File: config.mk
export PLATFORM = sky130hd
export DESIGN_NAME = fetch_stage_flat
export DESIGN_NICKNAME = d
export VERILOG_FILES = /design/src/rtl/fetch_stage_pkg.sv /design/src/rtl/fetch_stage_if.sv /design/src/rtl/fetch_skid_buf.sv /design/src/rtl/fetch_stage.sv /design/src/flat_wrapper.sv
export SDC_FILE = /design/constraint.sdc
export NUM_CORES = 1
export LEC_CHECK = 0
export CORE_MARGIN = 2
export CORE_UTILIZATION = 40
export CTS_CLUSTER_SIZE = 20
export DETAILED_ROUTE_END_ITERATION = 12
export PLACE_DENSITY = 0.65
export RECOVER_POWER = 25
export SLEW_MARGIN = 10
export SYNTH_ARGS = -nofsm -noshare
export SYNTH_HDL_FRONTEND = slang
export SYNTH_SLANG_ARGS = --single-unit
File: constraint.sdc
create_clock -name clk -period 5.54 [get_ports clk]
set_clock_uncertainty 0.15 [all_clocks]
set_input_delay 1.385 -clock clk [delete_from_list [all_inputs] [get_ports clk]]
set_output_delay 1.385 -clock clk [all_outputs]
set_load 0.01 [all_outputs]
File: src/rtl/fetch_stage_pkg.sv
// Shared constants and types for the instruction-fetch stage.
// Holds the reset PC, the NOP encoding and the RISC-V major opcodes.
package fetch_stage_pkg;

  localparam int XLEN = 32;

  localparam logic [XLEN-1:0] RESET_PC_DEFAULT = 32'h4000_0000;
  localparam logic [31:0]     NOP_INSTR        = 32'h0000_0013;

  // Major opcodes; fetch only forwards bits [6:0], decode interprets them.
  localparam logic [6:0] OPC_LUI    = 7'b0110111;
  localparam logic [6:0] OPC_AUIPC  = 7'b0010111;
  localparam logic [6:0] OPC_JAL    = 7'b1101111;
  localparam logic [6:0] OPC_JALR   = 7'b1100111;
  localparam logic [6:0] OPC_BRANCH = 7'b1100011;
  localparam logic [6:0] OPC_LOAD   = 7'b0000011;
  localparam logic [6:0] OPC_STORE  = 7'b0100011;
  localparam logic [6:0] OPC_OP_IMM = 7'b0010011;
  localparam logic [6:0] OPC_OP     = 7'b0110011;

  typedef struct packed {
    logic [31:0]     instr;
    logic [XLEN-1:0] pc;
  } fetch_entry_t;

  function automatic logic [XLEN-1:0] align_word(input logic [XLEN-1:0] addr);
    return addr & ~{{(XLEN-2){1'b0}}, 2'b11};
  endfunction

endpackage

File: src/rtl/fetch_stage_if.sv
// Bundle of the fetch stage's memory, redirect and decode-side handshake signals.
// master = fetch stage, slave = its environment (memory, execute, decode).
interface fetch_stage_if;
  import fetch_stage_pkg::*;

  logic            imem_en;
  logic [XLEN-1:0] imem_addr;
  logic [31:0]     imem_rdata;
  logic            redirect_valid;
  logic [XLEN-1:0] redirect_pc;
  logic            id_ready;
  logic            id_valid;
  logic [31:0]     id_instr;
  logic [XLEN-1:0] id_pc;
  logic [6:0]      id_opcode;
  logic            fetch_misalign;

  modport master (
    output imem_en, imem_addr, id_valid, id_instr, id_pc, id_opcode, fetch_misalign,
    input  imem_rdata, redirect_valid, redirect_pc, id_ready
  );

  modport slave (
    input  imem_en, imem_addr, id_valid, id_instr, id_pc, id_opcode, fetch_misalign,
    output imem_rdata, redirect_valid, redirect_pc, id_ready
  );

endinterface

File: src/rtl/fetch_skid_buf.sv
// Two-entry {instr, pc} FIFO between the instruction memory and decode.
// Flush wins over a simultaneous push so a wrong-path return is never stored.
module fetch_skid_buf
  import fetch_stage_pkg::*;
(
  input  logic         clk,
  input  logic         rst_n,
  input  logic         push_i,
  input  logic         pop_i,
  input  logic         flush_i,
  input  fetch_entry_t entry_i,
  output logic [1:0]   count_o,
  output fetch_entry_t head_o
);

  fetch_entry_t mem_q [2];
  logic         wr_ptr_q, wr_ptr_d;
  logic         rd_ptr_q, rd_ptr_d;
  logic [1:0]   count_q, count_d;

  always_comb begin
    wr_ptr_d = wr_ptr_q;
    rd_ptr_d = rd_ptr_q;
    count_d  = count_q;
    if (flush_i) begin
      wr_ptr_d = 1'b0;
      rd_ptr_d = 1'b0;
      count_d  = 2'd0;
    end else begin
      if (push_i) wr_ptr_d = ~wr_ptr_q;
      if (pop_i)  rd_ptr_d = ~rd_ptr_q;
      count_d = count_q + {1'b0, push_i} - {1'b0, pop_i};
    end
  end

  always_ff @(posedge clk or negedge rst_n) begin
    if (!rst_n) begin
      wr_ptr_q <= 1'b0;
      rd_ptr_q <= 1'b0;
      count_q  <= 2'd0;
    end else begin
      wr_ptr_q <= wr_ptr_d;
      rd_ptr_q <= rd_ptr_d;
      count_q  <= count_d;
    end
  end

  // Payload storage needs no reset: count gates every read of it.
  always_ff @(posedge clk) begin
    if (push_i && !flush_i) mem_q[wr_ptr_q] <= entry_i;
  end

  assign count_o = count_q;
  assign head_o  = mem_q[rd_ptr_q];

endmodule

File: src/rtl/fetch_stage.sv
// Instruction fetch: PC, in-flight tracking and credit-based issue into a
// 2-entry skid buffer; execute redirects flush all wrong-path work.
module fetch_stage
  import fetch_stage_pkg::*;
#(
  parameter logic [XLEN-1:0] RESET_PC = RESET_PC_DEFAULT
) (
  input  logic          clk,
  input  logic          rst_n,
  fetch_stage_if.master fe_if
);

  logic [XLEN-1:0] pc_q, pc_d;
  logic            inflight_q, inflight_d;
  logic [XLEN-1:0] inflight_pc_q, inflight_pc_d;
  logic            misalign_q, misalign_d;

  logic [1:0]      buf_count;
  fetch_entry_t    buf_head;
  fetch_entry_t    ret_entry;
  logic            id_valid_int;
  logic            pop;
  logic            issue;
  logic [2:0]      credits_used;
  logic [XLEN-1:0] fetch_addr;

  assign id_valid_int = (buf_count != 2'd0) & ~fe_if.redirect_valid;
  assign pop          = id_valid_int & fe_if.id_ready;

  // Words already committed to the buffer: queued plus in flight, minus what leaves now.
  assign credits_used = {1'b0, buf_count} + {2'b00, inflight_q} - {2'b00, pop};
  assign issue        = rst_n & (fe_if.redirect_valid | (credits_used < 3'd2));
  assign fetch_addr   = fe_if.redirect_valid ? align_word(fe_if.redirect_pc) : pc_q;

  always_comb begin
    pc_d          = pc_q;
    inflight_d    = issue;
    inflight_pc_d = fetch_addr;
    misalign_d    = fe_if.redirect_valid & fe_if.redirect_pc[1];
    if (issue) pc_d = fetch_addr + XLEN'(4);
  end

  always_ff @(posedge clk or negedge rst_n) begin
    if (!rst_n) begin
      pc_q          <= RESET_PC;
      inflight_q    <= 1'b0;
      inflight_pc_q <= '0;
      misalign_q    <= 1'b0;
    end else begin
      pc_q          <= pc_d;
      inflight_q    <= inflight_d;
      inflight_pc_q <= inflight_pc_d;
      misalign_q    <= misalign_d;
    end
  end

  // With one-cycle memory latency a wrong-path word always returns in the
  // redirect cycle itself, where the buffer flush discards it.
  assign ret_entry.instr = fe_if.imem_rdata;
  assign ret_entry.pc    = inflight_pc_q;

  fetch_skid_buf u_skid_buf (
    .clk     (clk),
    .rst_n   (rst_n),
    .push_i  (inflight_q),
    .pop_i   (pop),
    .flush_i (fe_if.redirect_valid),
    .entry_i (ret_entry),
    .count_o (buf_count),
    .head_o  (buf_head)
  );

  assign fe_if.imem_en        = issue;
  assign fe_if.imem_addr      = fetch_addr;
  assign fe_if.id_valid       = id_valid_int;
  assign fe_if.id_instr       = id_valid_int ? buf_head.instr : NOP_INSTR;
  assign fe_if.id_pc          = id_valid_int ? buf_head.pc : '0;
  assign fe_if.id_opcode      = fe_if.id_instr[6:0];
  assign fe_if.fetch_misalign = misalign_q;

endmodule

File: src/flat_wrapper.sv
// flat-port wrapper written by rule: the top's interface ports become plain ports
module fetch_stage_flat import fetch_stage_pkg::*;
#(
  parameter logic [XLEN-1:0] RESET_PC = RESET_PC_DEFAULT
)
  (clk, rst_n, fe_if_imem_en, fe_if_imem_addr, fe_if_id_valid, fe_if_id_instr, fe_if_id_pc, fe_if_id_opcode, fe_if_fetch_misalign, fe_if_imem_rdata, fe_if_redirect_valid, fe_if_redirect_pc, fe_if_id_ready);
  fetch_stage_if fe_if_i ();
  input  logic clk;
  input  logic rst_n;
  output wire logic [$bits(fe_if_i.imem_en)-1:0] fe_if_imem_en;
  output wire logic [$bits(fe_if_i.imem_addr)-1:0] fe_if_imem_addr;
  output wire logic [$bits(fe_if_i.id_valid)-1:0] fe_if_id_valid;
  output wire logic [$bits(fe_if_i.id_instr)-1:0] fe_if_id_instr;
  output wire logic [$bits(fe_if_i.id_pc)-1:0] fe_if_id_pc;
  output wire logic [$bits(fe_if_i.id_opcode)-1:0] fe_if_id_opcode;
  output wire logic [$bits(fe_if_i.fetch_misalign)-1:0] fe_if_fetch_misalign;
  input wire logic [$bits(fe_if_i.imem_rdata)-1:0] fe_if_imem_rdata;
  input wire logic [$bits(fe_if_i.redirect_valid)-1:0] fe_if_redirect_valid;
  input wire logic [$bits(fe_if_i.redirect_pc)-1:0] fe_if_redirect_pc;
  input wire logic [$bits(fe_if_i.id_ready)-1:0] fe_if_id_ready;
  assign fe_if_imem_en = fe_if_i.imem_en;
  assign fe_if_imem_addr = fe_if_i.imem_addr;
  assign fe_if_id_valid = fe_if_i.id_valid;
  assign fe_if_id_instr = fe_if_i.id_instr;
  assign fe_if_id_pc = fe_if_i.id_pc;
  assign fe_if_id_opcode = fe_if_i.id_opcode;
  assign fe_if_fetch_misalign = fe_if_i.fetch_misalign;
  assign fe_if_i.imem_rdata = fe_if_imem_rdata;
  assign fe_if_i.redirect_valid = fe_if_redirect_valid;
  assign fe_if_i.redirect_pc = fe_if_redirect_pc;
  assign fe_if_i.id_ready = fe_if_id_ready;
  fetch_stage #(.RESET_PC(RESET_PC)) u_core (.clk(clk), .rst_n(rst_n), .fe_if(fe_if_i));
endmodule
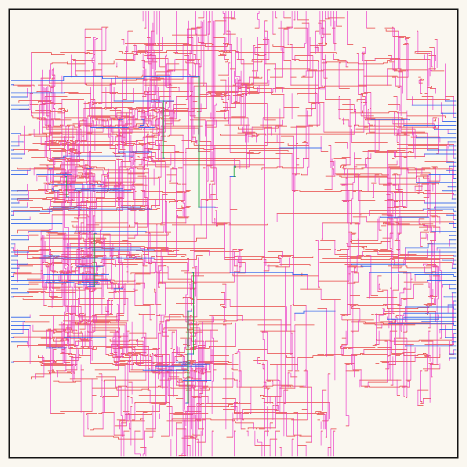
**Above:** metal layers overlaid.
Drawn at 3 px/um.
Key: red = metal 1 [wire length 8,010 um]; green = metal 4 [wire length 149 um]; magenta = metal 2 [wire length 9,030 um]; blue = metal 3 [wire length 1,310 um]
Wirelength per Cell: 17.19 um
routed via count: 5,499
Total GRT Usage: 17.15%

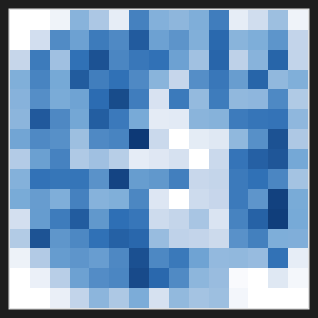
**Above:** placement density heat map.
Drawn at 2 px/um. 15 x 15 tiles, from white (low) to dark blue (high), 0 to 100% covered.
12% of the tiles are over 75% full. The mean over all tiles is 48%. The fullest tile reaches 96%. 5.8% of the tiles are nearly empty.
CORE AREA: 20,820 um^2
Pre-Place Util: 40.39%
Final Util: 52.72%

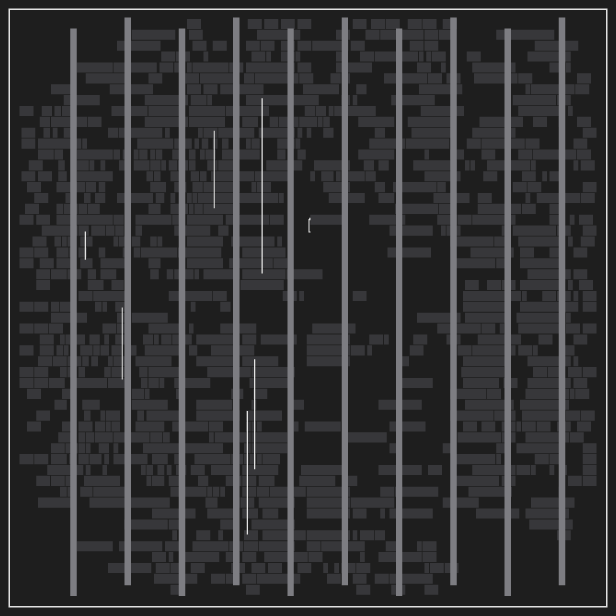
**Above:** signal wires on met4.
Drawn at 4 px/um. Supply wires on this layer in grey.
The layer carries 149 um of wire. The layer holds 0.80% of the routed length.
Total Wirelength: 18,500 um

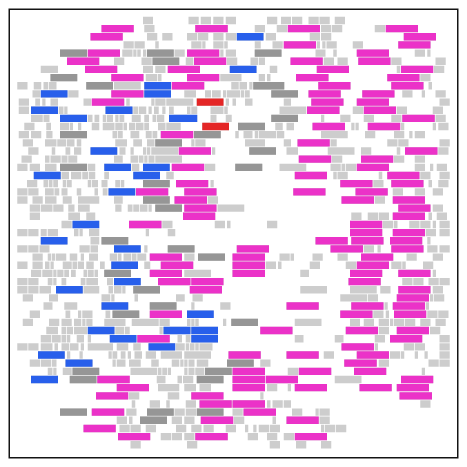
**Above:** sequential cells coloured by netlist name.
Drawn at 3 px/um.
Key: magenta = `u_core.u_skid_buf.mem_q` [sequential cells 128, where widely spread]; blue = `u_core.pc_q` [sequential cells 32]; red = `u_core.u_skid_buf.count_o` [sequential cells 2]
Another 36 sequential cells are not coloured.
P_seq: 2.22 mW
register area: 5600 um^2
Seq area share: 51.01%

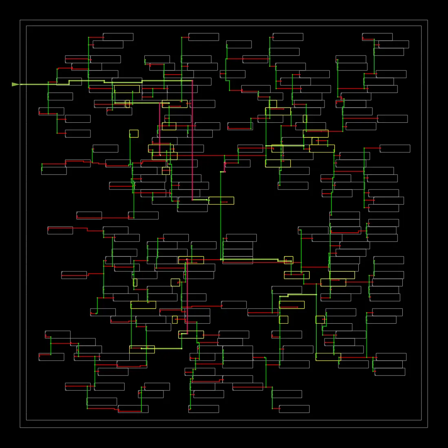
**Above:** clock nets.
CTS buffer count: 17
Clock Sinks: 198
P_clk: 1.15 mW

==> metrics by stage <==
| stage | instance area [um^2] | hold slack [ps] |
|---|---|---|
| after floorplan | 8426 | 270.4 |
| after global placement | 10410 | 272.0 |
| after detailed placement | 10410 | 278.3 |
| after CTS | 10970 | 294.0 |
| after global routing | 10970 | 311.7 |
| final | 10980 | 293.1 |
==> routing by layer <==
| metal | GRT usage, % | part of all wire, % |
|---|---|---|
| met4 | 5.143 | 0.80 |
| met2 | 28.53 | 49 |
| met5 | 0 | 0 |
| met1 | 22.52 | 43 |
| met3 | 3.976 | 7.1 |
==> critical path, cell delays in order <==
cell and delay [ps]:
buf_2 130, or2_2 310, inv_1 80, nand2_1 90, inv_1 60, ha_1 210, inv_1 60, ha_1 160
fa_1 460, nor2_2 250, o21ai_4 80, clkinv_2 60, clkdlybuf4s50_1 520
==> layout make-up <==
type	instances	area [um^2]
fill	1761	9844
sequential	198	5600
multi-input combinational	366	2584
timing repair buffer	187	1827
clock buffer	21	471.7
tap	275	344.1
clock inverter	11	85.08
inverter	16	61.31
antenna	2	5.005
==> report_power, final <==
part	total (mW)	internal (mW)	switching [mW]
registers	2.22	1.97	0.255
logic	1.47	0.712	0.756
clock network	1.15	0.621	0.532
total	4.85	3.30	1.54
==> registers in the layout, summed over array words and instances, names as in the netlist <==
signal and cells:
u_core.pc_q 32, u_core.u_skid_buf.count_o 2, u_core.u_skid_buf.rd_ptr_q 1, u_core.inflight_pc_q 32, u_core.u_skid_buf.mem_q 128, u_core.inflight_q 1, u_core.fe_if.fetch_misalign 1, u_core.u_skid_buf.wr_ptr_q 1
==> cells by family (layout without fill, tap and decap cells) <==
group | Yosys count | after routing | share of synthesized area (%)
DFF | 198 | 198 | 66.54
and+or+nand+nor | 196 | 196 | 11.87
muxes | 93 | 93 | 11.38
AOI/OAI and AO/OA | 55 | 55 | 4.478
buffers and inverters | 54 | 235 | 3.169
xor gates and xnor gates | 18 | 18 | 1.874
adders and majority gates | 4 | 4 | 0.6844
other | 0 | 2 | 0
==> worst paths after layout <==
path / slack [ps] / end
min: 290 / u_core.u_skid_buf.mem_q[1][5]$_DFFE_PP_
max in group asynchronous: 3500 / u_core.u_skid_buf.rd_ptr_q$_DFFE_PN0P_
max reg2reg: 2200 / u_core.pc_q[26]$_DFFE_PN0P_
max: 140 / fe_if_imem_en
min reg2reg: 290 / u_core.u_skid_buf.mem_q[1][5]$_DFFE_PP_
min in group asynchronous: 1060 / u_core.pc_q[24]$_DFFE_PN0P_
==> results_dict.tcl <==
# collected from the flow reports
set metrics [dict create \
    status "completed" \
    drtPass1Iterations 4 \
    grt_overflow 0 \
    synth_area_um2 8411 \
    synth.distinct_cells 50 \
    yosysWarnings 0 \
    antenna_found_initial 0 \
    holdBufCountCts 0 \
    area_leaders "edfxtp_1, dfrtp_1, mux2i_1" \
    min_path_cells 0 \
    top_area_share_pct 45.70 \
    final_cell_mix "clkdlybuf4s50_1, edfxtp_1, mux2i_1" \
    grt_pass1_wl_um 29320 \
    synth_flops 198 \
    insertion_delay_ps 430 \
    drt_iter0_markers 347 \
    rows 53 \
    worstRegToRegCells 14 \
    syn_inst 618 \
    cp-start-kind "primary input" \
    period_minus_slack_ps 5402 \
    min_path_type "flop to flop" \
    cts_tree "yes" \
    htreeDepth 4 \
    relSlewSlack_pct 38.38 \
    fp.dieW_um 149.0 \
    warnings 27 \
    drc_errors 0 \
    startpoint "fe_if_redirect_valid" \
    end_kind "output port" \
    fin_crit_sh_pct 97.51 \
    yosysCellCount 618 \
    hold_violations 0 \
    critical_path_class "primary input to output port" \
    synth.net_count 690 \
    syn_area_per_cell_um2 13.61 \
    reg2reg_from "u_core.u_skid_buf.count_o[1]$_DFF_PN0_" \
    die_area_um2 22200 \
    dp.cells 1042 \
]
Power and IR drop assume default switching activity.
